The metal 1 layer:
Bar = 50 um. Supply wires on this layer in grey.
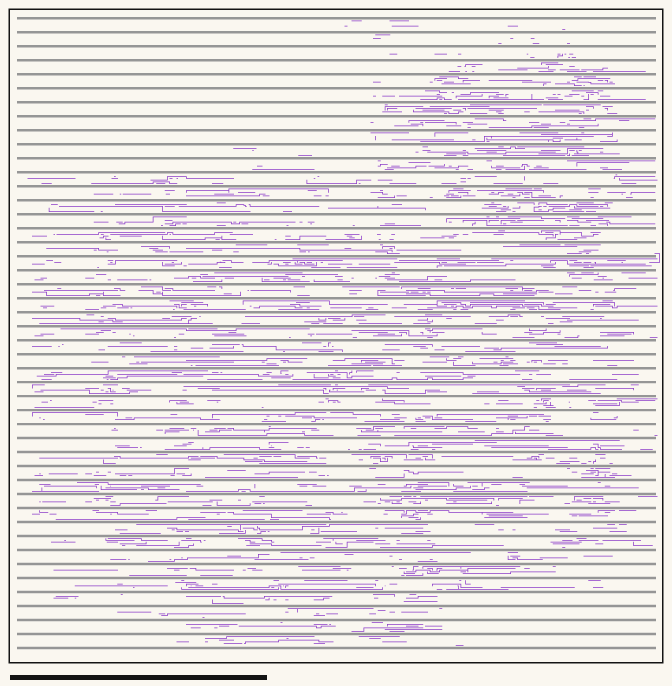
M2 wires:
Cells faint in the background.
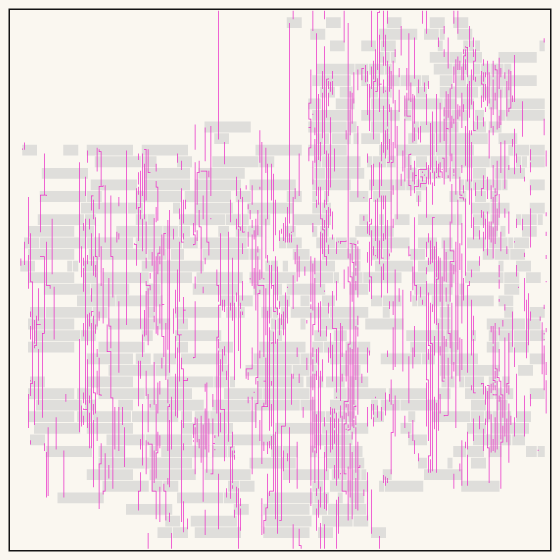
The metal 3 layer:
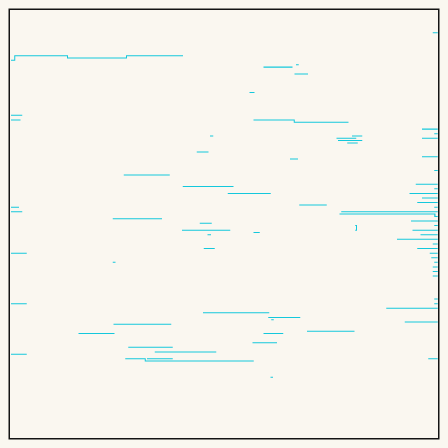
### src/rtl/dac_stream_ctrl.sv
// dac_stream_ctrl
// Buffers samples from the core in a small FIFO and plays them out to a
// multi-channel DAC at a programmable rate. Each playback tick pops one entry
// and loads it into the register of the channel it was tagged with.
//
// Ports
//   CLK           : PLL output clock
//   reset         : asynchronous active-low reset
//   in_valid      : sample offered by the core
//   in_ready      : FIFO has room (level < DEPTH)
//   in_data       : sample value
//   in_ch         : target channel of the sample
//   enable        : playback run; when low the tick counter idles at 0
//   rate_div      : playback period is rate_div+1 cycles
//   underrun_zero : 1 = zero all channels on underrun, 0 = hold them
//   clr_flags     : clears underrun and bad_ch
//   D_OUT         : registered channel values, channel k at [k*DATA_W +: DATA_W]
//   out_strobe    : one-cycle update pulse per channel
//   level         : FIFO occupancy
//   underrun      : sticky, a tick found the FIFO empty
//   bad_ch        : sticky, an accepted sample addressed a missing channel
module dac_stream_ctrl #(
    parameter int DATA_W = 10,
    parameter int NUM_CH = 2,
    parameter int DEPTH  = 8,
    parameter int DIV_W  = 16,
    localparam int CH_W  = (NUM_CH > 1) ? $clog2(NUM_CH) : 1,
    localparam int AW    = $clog2(DEPTH),
    localparam int LVL_W = AW + 1
) (
    input  logic                     CLK,
    input  logic                     reset,
    input  logic                     in_valid,
    output logic                     in_ready,
    input  logic [DATA_W-1:0]        in_data,
    input  logic [CH_W-1:0]          in_ch,
    input  logic                     enable,
    input  logic [DIV_W-1:0]         rate_div,
    input  logic                     underrun_zero,
    input  logic                     clr_flags,
    output logic [NUM_CH*DATA_W-1:0] D_OUT,
    output logic [NUM_CH-1:0]        out_strobe,
    output logic [LVL_W-1:0]         level,
    output logic                     underrun,
    output logic                     bad_ch
);

    logic [DATA_W-1:0]        r_mem_data [DEPTH];
    logic [CH_W-1:0]          r_mem_ch   [DEPTH];
    logic [AW-1:0]            r_wr_ptr;
    logic [AW-1:0]            r_rd_ptr;
    logic [LVL_W-1:0]         r_level;
    logic [DIV_W-1:0]         r_cnt;
    logic [NUM_CH*DATA_W-1:0] r_dout;
    logic [NUM_CH-1:0]        r_strobe;
    logic                     r_underrun;
    logic                     r_bad_ch;

    logic                     w_ready;
    logic                     w_accept;
    logic                     w_ch_ok;
    logic                     w_push;
    logic                     w_bad;
    logic                     w_tick;
    logic                     w_empty;
    logic                     w_pop;
    logic                     w_under;
    logic [DATA_W-1:0]        w_head_data;
    logic [CH_W-1:0]          w_head_ch;

    // Readiness depends only on the registered level, so a pop in the same
    // cycle never frees a slot for a push into a full FIFO.
    assign w_ready     = (r_level < LVL_W'(DEPTH));
    assign w_accept    = in_valid & w_ready;
    // One extra bit so NUM_CH itself is representable in the compare.
    assign w_ch_ok     = ({1'b0, in_ch} < (CH_W+1)'(NUM_CH));
    assign w_push      = w_accept & w_ch_ok;
    assign w_bad       = w_accept & ~w_ch_ok;
    assign w_tick      = enable & (r_cnt == rate_div);
    assign w_empty     = (r_level == '0);
    assign w_pop       = w_tick & ~w_empty;
    assign w_under     = w_tick & w_empty;
    assign w_head_data = r_mem_data[r_rd_ptr];
    assign w_head_ch   = r_mem_ch[r_rd_ptr];

    // Storage carries no reset; pointers and level define what is valid.
    always_ff @(posedge CLK) begin
        if (w_push) begin
            r_mem_data[r_wr_ptr] <= in_data;
            r_mem_ch[r_wr_ptr]   <= in_ch;
        end
    end

    always_ff @(posedge CLK or negedge reset) begin
        if (!reset) begin
            r_wr_ptr <= '0;
            r_rd_ptr <= '0;
            r_level  <= '0;
        end else begin
            if (w_push) r_wr_ptr <= r_wr_ptr + AW'(1);
            if (w_pop)  r_rd_ptr <= r_rd_ptr + AW'(1);
            case ({w_push, w_pop})
                2'b10:   r_level <= r_level + LVL_W'(1);
                2'b01:   r_level <= r_level - LVL_W'(1);
                default: r_level <= r_level;
            endcase
        end
    end

    // A count above a freshly lowered rate_div falls back to 0 silently;
    // only the equal case is a tick.
    always_ff @(posedge CLK or negedge reset) begin
        if (!reset) begin
            r_cnt <= '0;
        end else if (!enable) begin
            r_cnt <= '0;
        end else if (r_cnt >= rate_div) begin
            r_cnt <= '0;
        end else begin
            r_cnt <= r_cnt + DIV_W'(1);
        end
    end

    always_ff @(posedge CLK or negedge reset) begin
        if (!reset) begin
            r_dout   <= '0;
            r_strobe <= '0;
        end else begin
            r_strobe <= '0;
            if (w_pop) begin
                for (int k = 0; k < NUM_CH; k++) begin
                    if (w_head_ch == CH_W'(k)) begin
                        r_dout[k*DATA_W +: DATA_W] <= w_head_data;
                        r_strobe[k]                <= 1'b1;
                    end
                end
            end else if (w_under && underrun_zero) begin
                r_dout <= '0;
            end
        end
    end

    always_ff @(posedge CLK or negedge reset) begin
        if (!reset) begin
            r_underrun <= 1'b0;
            r_bad_ch   <= 1'b0;
        end else begin
            if (w_under)        r_underrun <= 1'b1;
            else if (clr_flags) r_underrun <= 1'b0;
            if (w_bad)          r_bad_ch   <= 1'b1;
            else if (clr_flags) r_bad_ch   <= 1'b0;
        end
    end

    assign in_ready   = w_ready;
    assign D_OUT      = r_dout;
    assign out_strobe = r_strobe;
    assign level      = r_level;
    assign underrun   = r_underrun;
    assign bad_ch     = r_bad_ch;

endmodule

### config.mk
export PLATFORM = sky130hd
export DESIGN_NAME = dac_stream_ctrl
export DESIGN_NICKNAME = d
export VERILOG_FILES = /design/src/rtl/dac_stream_ctrl.sv
export SDC_FILE = /design/constraint.sdc
export NUM_CORES = 1
export LEC_CHECK = 0
export CORE_UTILIZATION = 40
export DETAILED_ROUTE_END_ITERATION = 16
export PLACE_DENSITY = 0.61
export SYNTH_ARGS = -nofsm -noshare
export SYNTH_HDL_FRONTEND = slang
export SYNTH_SLANG_ARGS = --single-unit
### constraint.sdc
create_clock -name CLK -period 5 [get_ports CLK]
set_input_delay 1 -clock CLK [delete_from_list [all_inputs] [get_ports CLK]]
set_output_delay 1 -clock CLK [all_outputs]
set_load 0.05 [all_outputs]
==> changes_impl.md <==
### Physical design

- Post-route insts no fill: 736
- Summed negative setup slack over all endpoints: 0 ps
- Startpoint type of the worst setup path: input port
- Critical Path End Type: register
- Final tally of setup violations: 0
- Standby leakage power: 2.84 nW
- Largest family of logic cells by area: AND-OR/OR-AND gates
- Hold Path Origin: r_cnt[0]$_DFF_PN0_
- Xor+xnor area frac: 0.0267
- Grt ovf: 0
- Flip-flop and latch count after synthesis: 137
- Final Net Count: 590
- Antenna violations before repair: 0
- Worst slew pin tran: 1140 ps
- Via density: 5.48
- Number of remaining DRC errors: 0
- Terminus of the critical flop-to-flop path: level[2]$_DFFE_PN0P_
- Largest net degree at the start of global routing: 50
- Final setup slack of the worst path: 1440 ps
- Flop-to-flop setup slack: 1800 ps
- Overall Global Routing Usage: 0.186
- Post-synthesis cell count: 466
- Number of violations reported at the end of detailed-routing iteration 0: 266
- Layout cells sized above 1: 0.108
- Clk latency late pin: 420 ps
- Pre-CTS setup slack: 1040 ps
- Basic Gates by Area: 0.0808
- Post-CTS resize count: 0
- Max transition margin: 0.232
- Area Overhead vs Synth: 22.0%
- Power density over cell area: 323 mW/mm2
- Top cells by area, synth: sky130_fd_sc_hd__edfxtp_1 (42%), sky130_fd_sc_hd__dfrtp_1 (20%), sky130_fd_sc_hd__mux2i_1 (6.8%)
- Status: complete, no violations
- Hold crit path type: register to register
- Share of the core filled by cells before placement: 0.409
- Top cell area share: 0.425
- Core Region: 0.0152 mm2
- Post-Syn Nets: 521
- I/O pins: 62
- Maximum clock insertion buffer count: 2
- Worst Hold Depth: 1
- Critical path data required time: 5290 ps
- Critical path origin: rate_div[14]
- Adders+Majority by Area: 0.0442
- Most popular library cell in the synthesized design by count: sky130_fd_sc_hd__edfxtp_1
- OpenROAD warning count: 27
- Hold Crit Endpoint: r_cnt[0]$_DFF_PN0_
- Post-route cell area: 0.00759 mm2
- Number of optimization iterations in the first detailed-route pass: 5
- Hold WS: 480 ps
- Count of maximum capacitance violations: 0
- Most instantiated flip-flop cell in the synthesis netlist: sky130_fd_sc_hd__edfxtp_1
- Post-synthesis cell count from yosys: 466
- Horiz. Die Dim: 127 um
- Setup repair after global routing missed its margin: false
- Post-Synthesis Mean Instance Area: 13.4 um2
- TritonCTS clock tree: built
- Max-slew violation total from the final report: 0
- DP Cell Count: 704
- Register area share after synthesis: 0.622
- FF-to-FF Start: level[1]$_DFFE_PN0P_
- Largest voltage drop on the vdd net: 0.000274 V
## Picture notes: 'the metal 1 layer'
share of all routed wire = 46%
wire length on this layer = 6,460 um
main direction = horizontal
longest straight run = 39.6 um
nets with wire on the layer = 538
total wire length: 13.9 mm
detailed-route via count: 4,034
fraction of met1 tracks used by global routing: 0.248

## Picture notes: 'M2 wires'
longest straight run = 55.1 um
wire length on this layer = 6,670 um
share of all routed wire = 48%
met2 usage: 0.295

## Picture notes: 'the metal 3 layer'
nets with wire on the layer = 59
longest straight run = 32.0 um
main direction = horizontal
share of all routed wire = 4.1%
wire length on this layer = 563 um
met3 Use GR: 0.0426

## registers in the layout, summed over array words and instances (netlist names)
register	cells
D_OUT	20
underrun	1
r_rd_ptr	3
out_strobe	2
r_wr_ptr	3
level	4
r_cnt	16
r_mem_ch	8
r_mem_data	80
## worst max-delay path: stages
cell and delay [ps]:
sky130_fd_sc_hd__clkdlybuf4s50_1 460, sky130_fd_sc_hd__inv_1 40, sky130_fd_sc_hd__ha_1 300, sky130_fd_sc_hd__and4_1 270, sky130_fd_sc_hd__and3_1 270, sky130_fd_sc_hd__nand3_1 210, sky130_fd_sc_hd__inv_1 170, sky130_fd_sc_hd__ha_1 300
sky130_fd_sc_hd__xor2_1 110, sky130_fd_sc_hd__ha_1 180, sky130_fd_sc_hd__a21oi_1 150, sky130_fd_sc_hd__xor2_1 170, sky130_fd_sc_hd__nor2_1 70, sky130_fd_sc_hd__xor2_1 140
## final cells by class
| type | count | area, um2 |
|---|---|---|
| Tap cell | 188 | 235 |
| Timing Repair Buffer | 72 | 686 |
| Clock inverter | 15 | 126 |
| Fill cell | 1308 | 7610 |
| Sequential cell | 137 | 3870 |
| Multi-Input combinational cell | 274 | 2120 |
| Inverter | 33 | 124 |
| Clock buffer | 17 | 425 |
## cell families after synthesis
group | Yosys count
muxes | 47
and+or+nand+nor | 93
AOI/OAI and AO/OA | 92
xor gates and xnor gates | 19
buffers and inverters | 55
DFF | 137
other | 1
adders and majority gates | 22
## report_power, final
group	switching [mW]	leakage, nW	internal [mW]
Combinational	0.0413	1.22	0.0345
Clock	0.477	0.264	0.681
Sequential	0.00355	1.36	1.21
## metal layers
metal	part of all wire	routed length (um)	global-route usage
met2	0.48	6670	0.295
met4	0.016	216	0.0721
met1	0.46	6460	0.248
met5	0	0	0
met3	0.040	562	0.0426
Power is estimated from default activity; no workload was simulated.
